### config.mk
export PLATFORM = sky130hd
export DESIGN_NAME = shift_sequencer
export DESIGN_NICKNAME = d
export VERILOG_FILES = /design/src/rtl/shift_seq_pkg.sv /design/src/rtl/shift_seq_step.sv /design/src/rtl/shift_sequencer.sv
export SDC_FILE = /design/constraint.sdc
export NUM_CORES = 1
export LEC_CHECK = 0
export ABC_CLOCK_PERIOD_IN_PS = 3700
export CAP_MARGIN = 20
export CORE_UTILIZATION = 25
export DETAILED_ROUTE_END_ITERATION = 12
export SYNTH_ARGS = -nofsm -noshare
export SYNTH_HDL_FRONTEND = slang
export SYNTH_SLANG_ARGS = --single-unit
export TNS_END_PERCENT = 1
### constraint.sdc
create_clock -name clk -period 3.7 [get_ports clk]
set_input_delay 0.74 -clock clk [delete_from_list [all_inputs] [get_ports clk]]
set_output_delay 0.74 -clock clk [all_outputs]
set_load 0.02 [all_outputs]
### src/rtl/shift_seq_pkg.sv
// Shared types for the shift sequencer: operation codes, FSM state encoding
// and the base-3 split of the shift amount that drives one digit per cycle.
// Optional build macro used by the sequencer: SHIFT_SEQ_EARLY_EXIT_EN.
package shift_seq_pkg;

  localparam logic [1:0] MODE_SLL  = 2'd0;
  localparam logic [1:0] MODE_SRA  = 2'd1;
  localparam logic [1:0] MODE_ROR  = 2'd2;
  localparam logic [1:0] MODE_RSVD = 2'd3;

  typedef enum logic [2:0] {
    ST_IDLE = 3'd0,
    ST_D0   = 3'd1,
    ST_D1   = 3'd2,
    ST_D2   = 3'd3,
    ST_DONE = 3'd4
  } state_t;

  // Base-3 digits of a 4-bit amount; d2 is only ever 0 or 1 for 0..15.
  typedef struct packed {
    logic [1:0] d2;
    logic [1:0] d1;
    logic [1:0] d0;
  } digits_t;

  function automatic digits_t base3_digits(input logic [3:0] v);
    digits_t d;
    d.d0 = 2'(v % 4'd3);
    d.d1 = 2'((v / 4'd3) % 4'd3);
    d.d2 = 2'(v / 4'd9);
    return d;
  endfunction

endpackage

### src/rtl/shift_seq_step.sv
// Purpose: one combinational shift step (SLL / SRA / ROR) by an amount 0..9.
// Latency: combinational, zero cycles.
// Backpressure: none; pure function of its inputs.
module shift_step
  import shift_seq_pkg::*;
#(
  parameter int WIDTH = 16
) (
  input  logic [WIDTH-1:0] acc,
  input  logic [3:0]       amount,
  input  logic [1:0]       mode,
  output logic [WIDTH-1:0] result
);

  localparam int SW = $clog2(WIDTH) + 1;

  // Left-shift distance for the wrap-around half of a rotate.
  logic [SW-1:0] rot_lsh;
  assign rot_lsh = SW'(WIDTH) - SW'(amount);

  // Select the shifted operand; the reserved mode passes acc through untouched.
  always_comb begin
    result = acc;
    case (mode)
      MODE_SLL: result = acc << amount;
      MODE_SRA: result = $unsigned($signed(acc) >>> amount);
      MODE_ROR: begin
        if (amount != 4'd0) begin
          result = (acc >> amount) | (acc << rot_lsh);
        end
      end
      default:  result = acc;
    endcase
  end

endmodule

### src/rtl/shift_sequencer.sv
// Purpose: multi-cycle SLL/SRA/ROR, resolving the 4-bit amount one base-3 digit (weights 1,3,9) per cycle.
// Latency: 3 cycles accept->OutValid; 1..3 when SHIFT_SEQ_EARLY_EXIT_EN is defined (result unchanged).
// Backpressure: single op in flight; InReady low until the result is taken, result held while OutReady=0.
module shift_sequencer
  import shift_seq_pkg::*;
#(
  parameter int WIDTH   = 16,
  parameter int SHAMT_W = 4
) (
  input  logic               clk,
  input  logic               rst,
  input  logic               InValid,
  output logic               InReady,
  input  logic [WIDTH-1:0]   ShiftIn,
  input  logic [SHAMT_W-1:0] ShiftVal,
  input  logic [1:0]         Mode,
  output logic               OutValid,
  input  logic               OutReady,
  output logic [WIDTH-1:0]   ShiftOut,
  output logic               OutErr,
  output logic               Busy
);

  state_t           state;
  state_t           state_nxt;
  logic [WIDTH-1:0] acc;
  logic [1:0]       mode_q;
  digits_t          dig_q;
  logic [3:0]       step_amt;
  logic [WIDTH-1:0] step_res;
  logic             accept;

  assign accept = InValid && InReady;

  // State register; reset drops any in-flight operation.
  always_ff @(posedge clk or posedge rst) begin
    if (rst) begin
      state <= ST_IDLE;
    end else begin
      state <= state_nxt;
    end
  end

  // Next state: walk the three digits, optionally skipping trailing zero digits.
  always_comb begin
    state_nxt = state;
    case (state)
      ST_IDLE: begin
        if (accept) begin
          state_nxt = ST_D0;
        end
      end
      ST_D0: begin
        state_nxt = ST_D1;
`ifdef SHIFT_SEQ_EARLY_EXIT_EN
        if (mode_q == MODE_RSVD || (dig_q.d1 == 2'd0 && dig_q.d2 == 2'd0)) begin
          state_nxt = ST_DONE;
        end
`endif
      end
      ST_D1: begin
        state_nxt = ST_D2;
`ifdef SHIFT_SEQ_EARLY_EXIT_EN
        if (dig_q.d2 == 2'd0) begin
          state_nxt = ST_DONE;
        end
`endif
      end
      ST_D2: state_nxt = ST_DONE;
      ST_DONE: begin
        if (OutReady) begin
          state_nxt = ST_IDLE;
        end
      end
      default: state_nxt = ST_IDLE;
    endcase
  end

  // Outputs decoded from state; ShiftOut is forced to zero outside DONE.
  always_comb begin
    InReady  = (state == ST_IDLE) && !rst;
    Busy     = (state != ST_IDLE);
    OutValid = (state == ST_DONE);
    ShiftOut = (state == ST_DONE) ? acc : '0;
    OutErr   = (state == ST_DONE) && (mode_q == MODE_RSVD);
  end

  // Shift distance for this cycle: current digit times its weight (0..2, 0/3/6, 0/9).
  always_comb begin
    step_amt = 4'd0;
    case (state)
      ST_D0:   step_amt = {2'b00, dig_q.d0};
      ST_D1:   step_amt = 4'({2'b00, dig_q.d1} * 4'd3);
      ST_D2:   step_amt = 4'({2'b00, dig_q.d2} * 4'd9);
      default: step_amt = 4'd0;
    endcase
  end

  shift_step #(
    .WIDTH (WIDTH)
  ) u_step (
    .acc    (acc),
    .amount (step_amt),
    .mode   (mode_q),
    .result (step_res)
  );

  // Accumulator and operand latches: capture on accept, update once per digit state.
  always_ff @(posedge clk or posedge rst) begin
    if (rst) begin
      acc    <= '0;
      mode_q <= MODE_SLL;
      dig_q  <= '0;
    end else begin
      case (state)
        ST_IDLE: begin
          if (accept) begin
            acc    <= ShiftIn;
            mode_q <= Mode;
            dig_q  <= base3_digits(4'(ShiftVal));
          end
        end
        ST_D0, ST_D1, ST_D2: acc <= step_res;
        default: ;
      endcase
    end
  end

endmodule

Figure 1. Floorplan with the power grid (run 1).
The bar under the picture is 50 um long. Pins as bars on the die edge. Tap cells in grey.
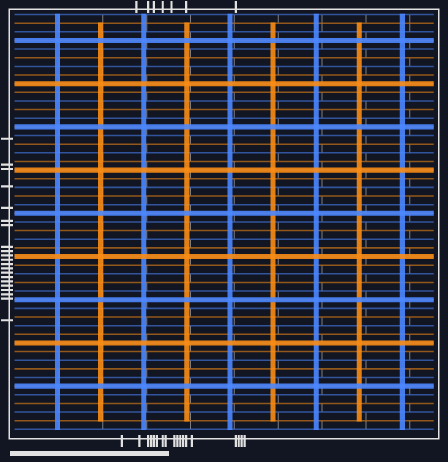
[VDD] orange
[VSS] blue
signal pins: 46
met4 straps: 9
met1 rails: 49
met5 straps: 9
tap cells: 225
Die X-Extent: 134.7 um
core outline area: 17240 um^2
Chip Height: 134.7 um

Figure 2. Cells coloured by class (run 1).
The bar under the picture is 50 um long.
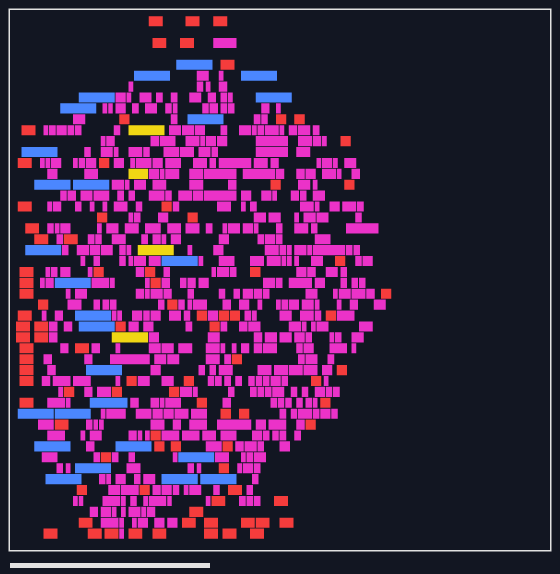
[other buffers and delay cells] red | cells: 90
[clock drivers and dummy loads] yellow | cells: 4
[flops] blue | cells: 26
[combinational and other logic] magenta | cells: 509
post-route core utilization: 0.3100
total number of placement rows: 48
Finished Cell Area: 5343 um^2
sequential share of cell area: 0.1220

==> design notes, run 1 <==
The tools report the startpoint class of the critical path as a flop. The run gives 85 as the number of distinct library cells after synthesis. The synthesized instance count is 583.

The run gives 6.431 for the vias per cell. The run gives 18150 um^2 for the chip area. The area fraction in and, or, nand and nor cells works out to 0.2299. The most common logic cell in the final layout is nor2_1.

The run gives 2 for the total buffers and inverters traversed by the critical path. Portion of the clock cycle consumed by the worst path in the final layout: 0.9246. For the initial antenna violation count, the log shows 0. The run gives 1 for the deepest level of the CTS H-tree. For the via count of the first global-routing pass, the log shows 5062.

For this run, the chip area from Yosys synthesis comes to 4403 um^2. The share of post-route cells with drive strength above 1 was 0.1447; the count of endpoints failing hold in the final timing report was 0. At the end of the flow, the number of nets in the layout was 667. Hold is met by 0.5530 ns. The run gives 0.1478 for the part of the Yosys area used for sequential elements. The floorplan core density was 0.2554; the share of synthesized cell area in and-or and or-and compound cells was 0.3760. The number of iterations in the first detailed-routing pass was 5; the maximum net fanout on the critical path was 13. The run finished with clean final reports. The tools report the number of antenna diodes as 0. The adder and majority gate portion of the synthesized area is 0.03126, and the number of standard cells reported by yosys is 583.
Figure 3. Routed clock nets over the placement (run 1).
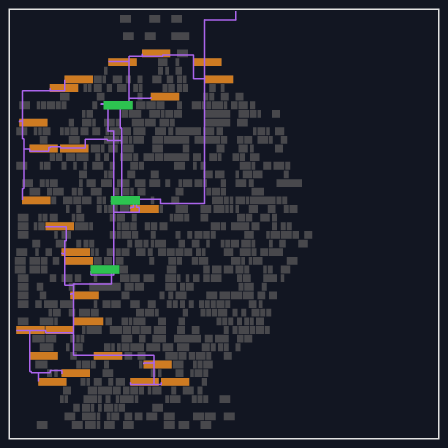
[clock wires] purple | length: 536 um
[flip-flops] orange | count: 26
[clock drivers] green | count: 3
routed clock nets: 4
worst clock skew on the final layout: 0.004849 ns

Figure 4. Wiring by layer (run 1).
The bar under the picture is 50 um long. Two of the layers only.
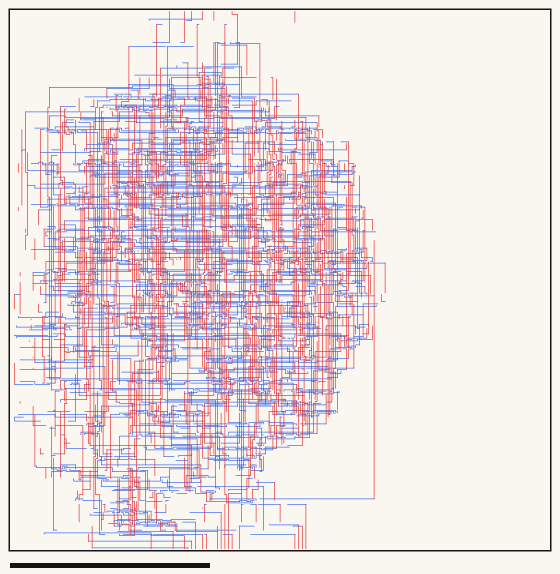
[metal 2] red | wire length: 8260 um
[metal 1] blue | wire length: 8060 um
total detailed-routing wirelength: 19920 um
detailed-route wire length per cell: 23.32 um
total routing usage reported by global routing: 0.2242
routed via count: 5492

## run 1: path summary, 6_finish.rpt
kind	startpoint	endpoint	cells past startpoint
max reg2reg	state[2]	acc[9]	10
min reg2reg	dig_q[0]	dig_q[0]	2
max	state[2]	acc[9]	10
min in group asynchronous	rst	dig_q[0]	3
max in group asynchronous	rst	state[1]	3
min	dig_q[0]	dig_q[0]	2
## run 1: cell usage after synthesis (11+ instances only)
library cell  count  area [um^2]
nor2_1           48        180.2
ha_1             11        137.6
a211oi_1         11        82.58
nor3_1           26        130.1
nand2_1          35        131.4
mux2_2           11        123.9
a21oi_1          42        210.2
mux2i_1          26        260.3
o211ai_1         16        120.1
clkbuf_1         24        90.09
inv_1            20        75.07
o21ai_0          44        220.2
nand3_1          21        105.1
and3_1           15        93.84
dfrtp_1          26        650.6
buf_2            17        85.08
a31oi_1          11        68.82
## run 1: logic make-up (layout without fill, tap and decap cells)
group,Yosys count,count (layout)
adders and majority gates,11,11
DFF,26,26
xor gates and xnor gates,5,5
and+or+nand+nor,189,189
muxes,46,46
buffers and inverters,72,118
AOI/OAI and AO/OA,234,234
## run 1: tightest hold or removal path, delay by kind of cell (launching register included)
kind | cells | cell delay, ns
AOI/OAI and AO/OA | 1 | 0.07
DFF | 1 | 0.39
and+or+nand+nor | 1 | 0.06
## run 1: registers in the layout (all words and copies together), names as in the netlist
name    count
state       3
dig_q       5
mode_q      2
acc        16
## run 1: area by class of cell
type,count,area (um^2),share of cell area
clock buffers,4,88.84,0.01663
flip-flops and latches,26,651.9,0.1220
repair buffers,90,788.3,0.1475
well taps,225,281.5,0.05269
inverters,24,91.34,0.01710
multi-input cells,485,3441,0.6440
## run 1: per-layer routing
| layer | global-route usage | share of wire | vias to the layer above |
|---|---|---|---|
| met5 | 0 | 0 | - |
| met4 | 0.1373 | 0.069 | 0 |
| met3 | 0.04880 | 0.11 | 108 |
| met2 | 0.3265 | 0.41 | 414 |
| met1 | 0.3003 | 0.40 | 2579 |
| li1 | - | - | 2391 |
## run 1: through the flow
step	setup TNS [ns]	setup slack [ns]	cells	instance area, um^2
final	0	0.2789	854	5343
after floorplan	0	0.03997	583	4404
after global routing	-0.003751	-0.003751	854	5343
after CTS	0	0.2538	854	5335
after detailed placement	0	0.1253	850	5246
after global placement	0	0.1985	850	5246
--- run 2 (diff from run 1) ---
--- a/config.mk
+++ b/config.mk
@@ -9,6 +9,7 @@
 export CAP_MARGIN = 20
 export CORE_UTILIZATION = 25
 export DETAILED_ROUTE_END_ITERATION = 12
+export PLACE_DENSITY = 0.53
 export SYNTH_ARGS = -nofsm -noshare
 export SYNTH_HDL_FRONTEND = slang
 export SYNTH_SLANG_ARGS = --single-unit
Figure 5. Routed clock nets over the placement (run 2).
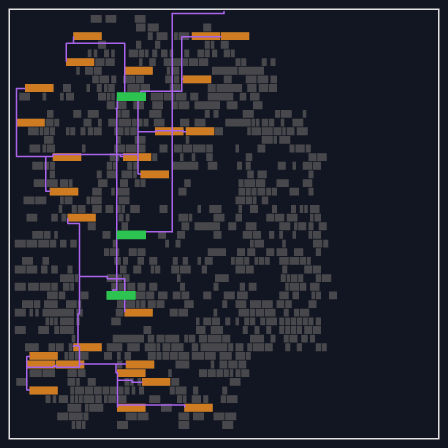
[clock drivers] green | count: 3
[flip-flops] orange | count: 26
[clock wires] purple | length: 555 um
routed clock nets: 4
worst clock skew on the final layout: 0.005470 ns
Skew-Pair Late Insertion Delay: 0.28 ns

Figure 6. Wiring by layer (run 2).
The bar under the picture is 50 um long. Two of the layers only.
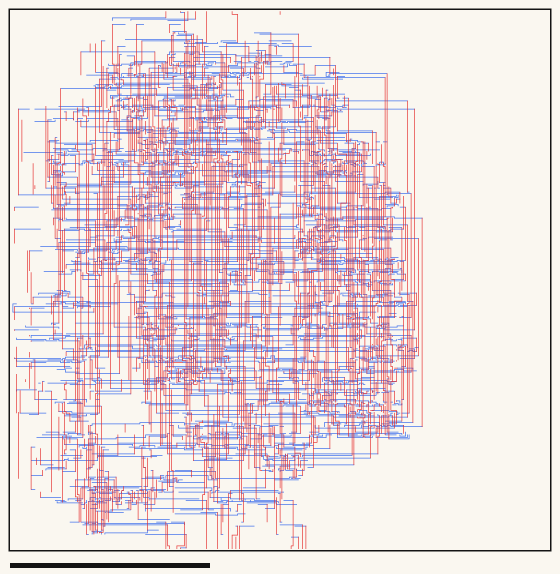
[metal 2] red | wire length: 10000 um
[metal 1] blue | wire length: 9210 um
total routing usage reported by global routing: 0.2537
detailed-route wire length per cell: 26.13 um
total detailed-routing wirelength: 22610 um

==> run 2 against run 1 <==
Via count rose by 1.8%. Wire length rose by 13%. Critical path type unchanged. Worst setup slack got worse by 0.20 ns. Register-to-register slack got worse by 0.20 ns. Largest cell class unchanged. Sequential share of layout area fell by 0.24 points. Critical endpoint unchanged. Fmax fell by 5.5%. Synthesized cell count did not move.
==> design notes, run 2 <==
The run gives 0.04354 for the met3 usage in global routing. Yosys reports that the most numerous cell types are nor2_1 (48), o21ai_0 (44), a21oi_1 (42), nand2_1 (35). The register with the most flip-flops in the layout has 16 of them.

The tools report the startpoint of the worst-slack reg-to-reg timing path as state[1]. Total buffers and inverters traversed by the critical path: 3. The number of distinct library cells after synthesis was 85. The number of antenna diodes was 0.

Counting cells, the worst reg-to-reg path comes to 10. For the placed standard-cell area, the log shows 5349 um^2. The tools report the startpoint class of the critical path as a flop.

The flow ran to the end, and the final reports show no timing, DRC or antenna violations. The tightest hold path in the finished design has a slack of 0.5740 ns. The floorplan step defined a core boundary enclosing 17240 um^2. The chip area line in the Yosys stat output reads 4403 um^2. Proportion of netlist area held by the largest area contributor: 0.1478.

For the completed layout, the total cell area is recorded as 5438 um^2. Per the Yosys statistics, synthesis produced 583 cells. The capture point of the critical path was reported as acc[9].

The floorplan has 48 rows. The run gives 0.3949 as the global-route met2 utilization. The run gives 583 as the synthesized netlist cell count. Floorplan core density: 0.2554. After global routing, the most crowded layer is met2. With the initial antenna violation count at 0, the chip area is 18150 um^2.

Ranked by total cell area, the synthesized netlist is headed by dfrtp_1 (15%), mux2i_1 (5.9%), o21ai_0 (5.0%). The tools report the met1 track utilization from global routing as 0.3326. By instance count after routing, the leading logic cell type is buf_4.

The run gives 10 for the logic depth of the worst setup path including buffers. The via count of the first global-routing pass was 5434; the vias per cell was 6.464. With the deepest level of the CTS H-tree at 1, the sum of negative setup slack is 0 ns. The die boundary width is 134.7 um, and the maximum net fanout on the critical path is 28.

For the worst reg-to-reg path, the endpoint reported by OpenROAD is acc[9].
Figure 7. Placement view (run 2).
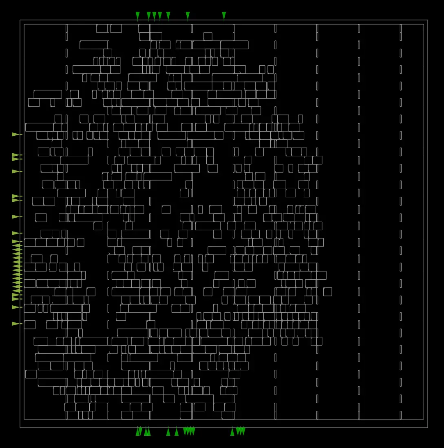
post-route core utilization: 0.3155
flip-flop and latch count: 26
sequential share of cell area: 0.1197
number of non-filler instances in the completed layout: 865
well-tap cell count: 225

-- run 2: cell counts after synthesis --
No cell type changed its count.
-- run 2: metrics by stage --
stage | std cells | util | setup slack, ns
after floorplan | 583 | - | 0.03997
after global placement | 860 | 0.3087 | 0.2277
after detailed placement | 861 | 0.3103 | 0.03437
after CTS | 865 | 0.3155 | 0.2861
after global routing | 865 | 0.3155 | 0.01181
final | 865 | 0.3155 | 0.07834
-- run 2: cell families after synthesis --
group,after synthesis,share of synthesized area
compound gates,234,0.3760
flops,26,0.1478
simple gates,189,0.2299
xor+xnor,5,0.01165
fa+ha+maj,11,0.03126
mux,46,0.1313
buf+inv,72,0.07218
-- run 2: area by class of cell --
type,count,area [um^2]
Timing Repair Buffer,101,890.9
Tap cell,225,281.5
Clock buffer,4,88.84
Sequential cell,26,650.6
Multi-Input combinational cell,485,3435
Fill cell,1792,11800
Inverter,24,91.34
-- run 2: worst register-to-register path, stage by stage, from the launching register on --
cell and delay (ns):
dfrtp_1 0.68, buf_4 0.26, nand4bb_4 0.18, o21ai_2 0.11, inv_1 0.10, buf_4 0.28
o21ai_0 0.92, a311oi_1 0.20, a2111oi_0 0.48, o31ai_1 0.20, o211ai_1 0.14
-- run 2: what timing repair did --
action                     in CTS  in global routing
setup endpoints to repair       0                  1
resized                         0                  1
setup buffers                   0                  0
-- run 2: worst min path at each step --
stage               cells past startpoint     start  endpoint
floorplan                               2  dig_q[0]  dig_q[0]
global placement                        2  dig_q[3]  dig_q[3]
detailed placement                      2  dig_q[0]  dig_q[0]
CTS                                     2  dig_q[0]  dig_q[0]
global route                            2  dig_q[3]  dig_q[3]
finish                                  2  dig_q[0]  dig_q[0]
-- run 2: routing by layer --
layer / vias up / routed length (um)
met2: 397 / 10010
li1: 2422 / -
met3: 74 / 2198
met1: 2698 / 9208
met5: - / 0
met4: 0 / 1186
